<file path="src/rtl/m68k_bus_master.sv">
// rtl/m68k_bus_master.sv - single-outstanding 68000-style asynchronous bus master.
// DTACK/BERR are synchronized; the bus cycle is sequenced by a six-state FSM.
module m68k_bus_master #(
  parameter int TIMEOUT_CYCLES = 64
) (
  input  logic        CLK,
  input  logic        RST,
  input  logic        REQ,
  input  logic        REQ_RW,
  input  logic [22:0] REQ_ADDR,
  input  logic [15:0] REQ_WDATA,
  input  logic [1:0]  REQ_BE,
  output logic        ACK,
  output logic [15:0] RDATA,
  output logic        ERR,
  output logic        BUSY,
  output logic [22:0] ADDR_OUT,
  output logic [15:0] DATA_OUT,
  output logic        DATA_OE,
  input  logic [15:0] DATA_IN,
  output logic        AS,
  output logic        UDS,
  output logic        LDS,
  output logic        RW,
  input  logic        DTACK,
  input  logic        BERR
);

  localparam int CW = $clog2(TIMEOUT_CYCLES) + 1;

  typedef enum logic [2:0] {
    S_IDLE, S_ADDR, S_STROBE, S_WAIT, S_END, S_RECOVER
  } state_t;

  state_t      state, state_nx;
  logic        dtk_m, dtk_s, berr_m, berr_s;
  logic        cmd_rw;
  logic [1:0]  cmd_be;
  logic [22:0] addr_q;
  logic [15:0] wdata_q;
  logic [15:0] rdata_q;
  logic        err_q;
  logic        rej_q;
  logic [CW-1:0] cnt;
  logic        accept, reject, timeout, strobe_on;

  assign accept  = (state == S_IDLE) && REQ && (REQ_BE != 2'b00);
  assign reject  = (state == S_IDLE) && REQ && (REQ_BE == 2'b00);
  assign timeout = (cnt == CW'(TIMEOUT_CYCLES - 1));

  always_ff @(posedge CLK) begin
    if (RST) state <= S_IDLE;
    else     state <= state_nx;
  end

  always_comb begin
    state_nx = state;
    case (state)
      S_IDLE:    if (accept) state_nx = S_ADDR;
      S_ADDR:    state_nx = S_STROBE;
      S_STROBE:  state_nx = S_WAIT;
      S_WAIT:    if (!berr_s || !dtk_s || timeout) state_nx = S_END;
      S_END:     state_nx = S_RECOVER;
      S_RECOVER: if (dtk_s && berr_s) state_nx = S_IDLE;
      default:   state_nx = S_IDLE;
    endcase
  end

  // BERR outranks DTACK, so a simultaneous pair never updates RDATA
  always_ff @(posedge CLK) begin
    if (RST) begin
      dtk_m   <= 1'b1;
      dtk_s   <= 1'b1;
      berr_m  <= 1'b1;
      berr_s  <= 1'b1;
      cmd_rw  <= 1'b1;
      cmd_be  <= 2'b00;
      addr_q  <= '0;
      wdata_q <= '0;
      rdata_q <= '0;
      err_q   <= 1'b0;
      rej_q   <= 1'b0;
      cnt     <= '0;
    end else begin
      dtk_m  <= DTACK;
      dtk_s  <= dtk_m;
      berr_m <= BERR;
      berr_s <= berr_m;
      rej_q  <= reject;
      if (accept) begin
        cmd_rw <= REQ_RW;
        cmd_be <= REQ_BE;
        addr_q <= REQ_ADDR;
        if (!REQ_RW) wdata_q <= REQ_WDATA;
      end
      if (state == S_STROBE)    cnt <= '0;
      else if (state == S_WAIT) cnt <= cnt + CW'(1);
      if (state == S_WAIT) begin
        if (!berr_s) begin
          err_q <= 1'b1;
        end else if (!dtk_s) begin
          err_q <= 1'b0;
          if (cmd_rw) rdata_q <= DATA_IN;
        end else if (timeout) begin
          err_q <= 1'b1;
        end
      end
    end
  end

  always_comb begin
    strobe_on = ((state == S_STROBE) && cmd_rw) || (state == S_WAIT);
    AS        = !((state == S_STROBE) || (state == S_WAIT));
    UDS       = !(strobe_on && cmd_be[1]);
    LDS       = !(strobe_on && cmd_be[0]);
    RW        = (state == S_IDLE) ? 1'b1 : cmd_rw;
    DATA_OE   = !cmd_rw && ((state == S_ADDR) || (state == S_STROBE) || (state == S_WAIT));
    ACK       = (state == S_END) || rej_q;
    ERR       = ((state == S_END) && err_q) || rej_q;
    BUSY      = (state != S_IDLE);
    ADDR_OUT  = addr_q;
    DATA_OUT  = wdata_q;
    RDATA     = rdata_q;
  end

endmodule

</file>
<file path="config.mk">
export PLATFORM = sky130hd
export DESIGN_NAME = m68k_bus_master
export DESIGN_NICKNAME = d
export VERILOG_FILES = /design/src/rtl/m68k_bus_master.sv
export SDC_FILE = /design/constraint.sdc
export NUM_CORES = 1
export LEC_CHECK = 0
export CAP_MARGIN = 10
export CORE_MARGIN = 3
export CORE_UTILIZATION = 31
export DETAILED_ROUTE_END_ITERATION = 6
export GPL_ROUTABILITY_DRIVEN = 0
export SYNTH_ARGS = -nofsm -noshare
export SYNTH_HDL_FRONTEND = slang
export SYNTH_SLANG_ARGS = --single-unit
</file>
<file path="constraint.sdc">
create_clock -name CLK -period 2.1 [get_ports CLK]
set_input_delay 0.315 -clock CLK [delete_from_list [all_inputs] [get_ports CLK]]
set_output_delay 0.315 -clock CLK [all_outputs]
set_load 0.03 [all_outputs]
</file>
==> flow_summary_export.csv, run 1 <==
group,metric,value,unit
outcome,status,"finished clean",
pwr,switching_share,24.8,%
layout,sh_comb_area,26.6,%
global_route,grt_usage,14.5,%
clock_network,cts_buffers,9,
pwr,power_switching,0.872,mW
clock_network,cts_sinks,74,
global_route,grt_pass1_wl,11.8,mm
critical_path,slowest_stage,"clkdlybuf4s50_1",
floorplanning,coreArea,0.00846,mm^2
critical_path,crit_start,"state[2]$_SDFFE_PP0P_",
min_path,hp-class,"reg2reg",
synthesis,synth_area,0.00277,mm^2
synthesis,syn_nets,387,
synthesis,syn_area_per_cell,8.58,um^2
floorplanning,placementRows,33,
floorplanning,io_pins,126,
pwr,combPwrFrac,17.8,%
critical_path,cp_cell_sequence,"nand2b_1 > clkdlybuf4s50_1",
synthesis,ys_cells,323,
synthesis,synthCells,323,
clock_network,clock_path_buffers,2,
timing,rsz0062_at_grt,"no",
critical_path,ff2ff_setup_slack,280,ps
layout,nNonClkBuffers,136,
routing,avgViaCountPerCell,4.47,
synthesis,ys_types,35,
timing,setup_tns,0,ps
placed_design,port_buffers,125,
critical_path,worstRegToRegCells,5,
critical_path,cp.buffers_inverters,1,
layout,final_cell_mix,"clkdlybuf4s50_1, nand2_1, dfxtp_1, a21oi_1, nor2_1",
clock_network,cts_resized,8,
layout,seq_share,33.7,%
critical_path,worstPathRequired,1780,ps
synthesis,ys_sh_aoi,11.4,%
clock_network,cts_max_level,3,
critical_path,crit_path_end_kind,"output pin",
clock_network,cts_tree,"built",
global_route,first_global_vias,2596,
pwr,pwr_density_cell,796,mW/mm^2
clock_network,clkSlewWorstSetupHoldPaths,80,ps
layout,post-route-util,52.1,%
synthesis,ys_seq_share,53.4,%
critical_path,cp.depth,2,
-- run 1: per-layer routing --
metal	up-vias	global-route usage, %	routed length [um]
met4	0	3.42	53
met5	-	0	0
met2	76	25.1	3470
li1	1312	-	-
met3	7	6.09	574
met1	1104	16.7	3080
-- run 1: power by group through the flow --
stage               combinational, mW  sequential [mW]  clock, mW
detailed placement              0.639             1.55          0
finish                          0.626             1.52       1.36
CTS                             0.636             1.52       1.41
global route                    0.680             1.53       1.46
global placement                0.635             1.55          0
floorplan                       0.243             1.63          0
-- run 1: sequential cells by signal (all words and copies together), names as in the netlist --
name / flops
err_q: 1
cmd_be: 2
ADDR_OUT: 23
cnt: 7
rej_q: 1
dtk_m: 1
berr_m: 1
state: 3
dtk_s: 1
berr_s: 1
DATA_OUT: 16
cmd_rw: 1
RDATA: 16
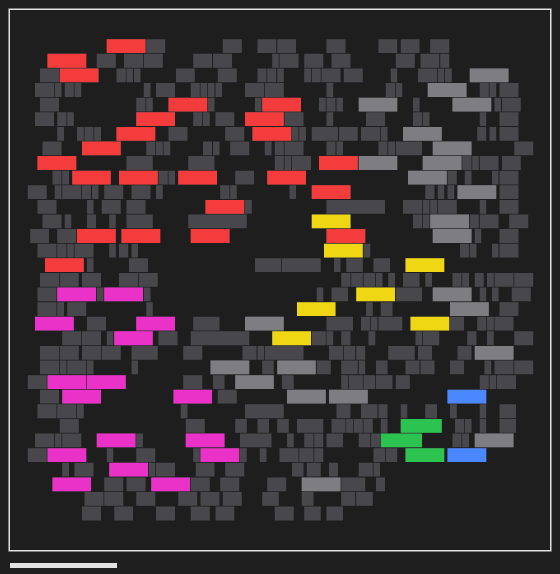
Fig. 1. Sequential cells grouped by signal name (run 1).
The bar under the picture is 20 um long. Other sequential cells in the stronger grey, the rest of the logic in the fainter grey.
[magenta] DATA_OUT | flops: 16
[blue] cmd_be | flops: 2
[yellow] cnt | flops: 7
[green] state | flops: 3
[red] ADDR_OUT | flops: 23
not coloured: 23

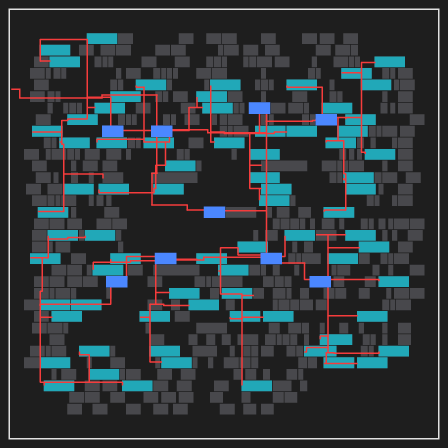
Fig. 2. Clock wires, drivers and flops (run 1).
[red] clock wires | length: 916 um
[blue] clock-net drivers | count: 9
[cyan] flip-flops | count: 74
routed clock nets: 10
flops lie: spread over the die

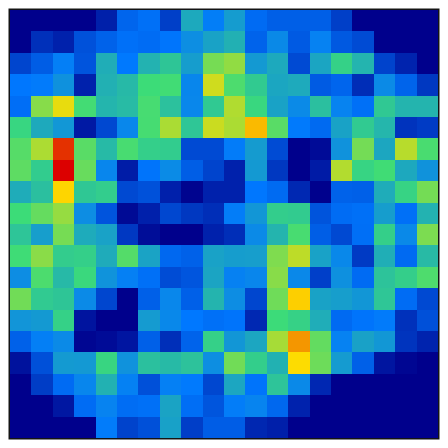
Fig. 3. Routed metal per tile (run 1).
The die is cut into 20 by 20 equal tiles; dark blue is low, red is high, scaled to the fullest tile. Values are wire area over tile area, all layers added.
tiles over half the peak: 14%
emptiest ninth of the die: bottom right
nearly empty tiles: 13%
mean over tiles: 0.11
fullest tile: 0.41

==> run 2, diff against run 1 <==
- GPL_ROUTABILITY_DRIVEN: 0 -> 1
- GPL_TIMING_DRIVEN: not set -> 0
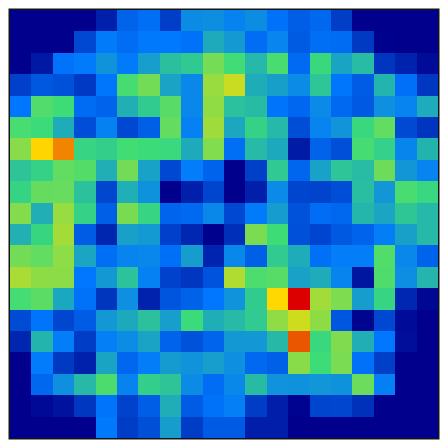
Fig. 4. Routed metal per tile (run 2).
The die is cut into 20 by 20 equal tiles; dark blue is low, red is high, scaled to the fullest tile. Values are wire area over tile area, all layers added.
densest ninth of the die: left middle
nearly empty tiles: 12%
mean over tiles: 0.12
fullest tile: 0.42

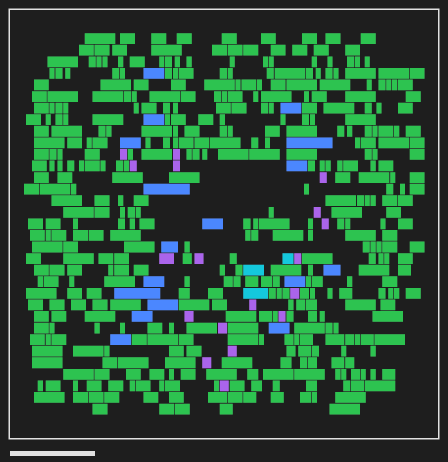
Fig. 5. Sizing map (run 2).
The bar under the picture is 20 um long.
[cyan] x3 and x4 | cells: 3 | share: 0.65%
[purple] x2 | cells: 18 | share: 3.9%
[green] x1 and smaller | cells: 425 | share: 92%
[blue] x6 and larger | cells: 17 | share: 3.7%

==> flow_summary_export.csv, run 2 <==
group,metric,value,unit
pwr,p_clk,1.37,mW
routing,met3_length,645,um
floorplanning,placementRows,33,
pwr,pg_comb,0.634,mW
clock_network,cts_buffers,9,
synthesis,syn_area_per_cell,8.58,um^2
global_route,grt_usage,15.1,%
synthesis,syn_nets,387,
critical_path,ff2ff_setup_slack,170,ps
synthesis,edf_count,0,
routing,highest_layer,"met4",
placed_design,port_buffers,125,
placed_design,dp_hpwl,5.51,mm
synthesis,ys_seq_share,53.4,%
synthesis,synthAdderAreaFrac,0.451,%
synthesis,ys_cells,323,
layout,largest_register_ffs,23,
layout,post-route-util,52.0,%
run,warnings,26,
layout,final_common_cell,"clkdlybuf4s50_1",
global_route,grt_util_met2,23.7,%
clock_network,cts_resized,10,
synthesis,ys_sh_aoi,11.4,%
synthesis,ys_types,35,
clock_network,cts_max_level,3,
min_path,hp-class,"reg2reg",
global_route,use_met3,6.02,%
layout,final_cell_mix,"clkdlybuf4s50_1, nand2_1, dfxtp_1, a21oi_1, nor2_1",
global_route,grt_pass1_wl,12.0,mm
pwr,pwr_density_cell,797,mW/mm^2
timing,max_freq,0.509,GHz
routing,drcViolationCount,0,
clock_network,cts_tree,"built",
synthesis,synthTopCellsByArea,"dfxtp_1, nand2_1, a21oi_1",
layout,largest_class,"registers",
outcome,status,"finished clean",
pwr,combPwrFrac,18.0,%
global_route,grtUsageMet1,18.6,%
floorplanning,die_w,101,um
layout,sh_comb_area,26.7,%
critical_path,worstPathRequired,1780,ps
global_route,first_global_vias,2484,
global_route,grt-busiest-layer,"met2",
clock_network,cts_sinks,74,
pwr,switching_share,25.2,%
routing,wl_met1,3.27,mm
timing,rsz0062_at_grt,"no",
synthesis,synthCells,323,
synthesis,mux_area_share,5.78,%
layout,seq_share,33.6,%
synthesis,synth_area,0.00277,mm^2
routing,avgViaCountPerCell,4.47,
floorplanning,coreArea,0.00846,mm^2
layout,nNonClkBuffers,145,
critical_path,worstRegToRegCells,7,
routing,wl_met2,3.41,mm
routing,first_pass_iters,6,
pwr,maxPowerGroup,"registers",
clock_network,clock_path_buffers,2,
critical_path,crit_start,"state[0]$_SDFFE_PP0P_",
critical_path,slowest_stage,"clkdlybuf4s15_1",
pwr,sequentialPower,1.51,mW
critical_path,crit_path_end_kind,"output pin",
clock_network,clkSlewWorstSetupHoldPaths,80,ps
synthesis,yosys_most_used_dff,"dfxtp_1",
critical_path,cp_cell_sequence,"buf_2 > nor2_1 > a21o_1 > o21a_1 > clkdlybuf4s15_1",
pwr,power_switching,0.883,mW
floorplanning,io_pins,126,
==> run 2: cell counts after synthesis <==
Identical to the previous run, type by type.
==> run 2: metrics by stage <==
stage,cell area [um^2],setup TNS (ps)
after floorplan,2770,0
final,4400,0
after global routing,4400,0
after detailed placement,4160,-5030
after global placement,4160,-4800
after CTS,4410,0
==> run 2: how the worst max path moves through the flow <==
| stage | end | cells past startpoint |
|---|---|---|
| 2_1_floorplan | DATA_OUT[10]$_SDFFE_PP0P_ | 7 |
| 3_3_place_gp | DATA_OUT[14]$_SDFFE_PP0P_ | 7 |
| 3_5_place_dp | DATA_OUT[7]$_SDFFE_PP0P_ | 7 |
| 4_1_cts | BUSY | 4 |
| 5_1_grt | ERR | 5 |
| 6_report | ERR | 5 |
No activity file was given, so power comes from the tool's default toggle rates.
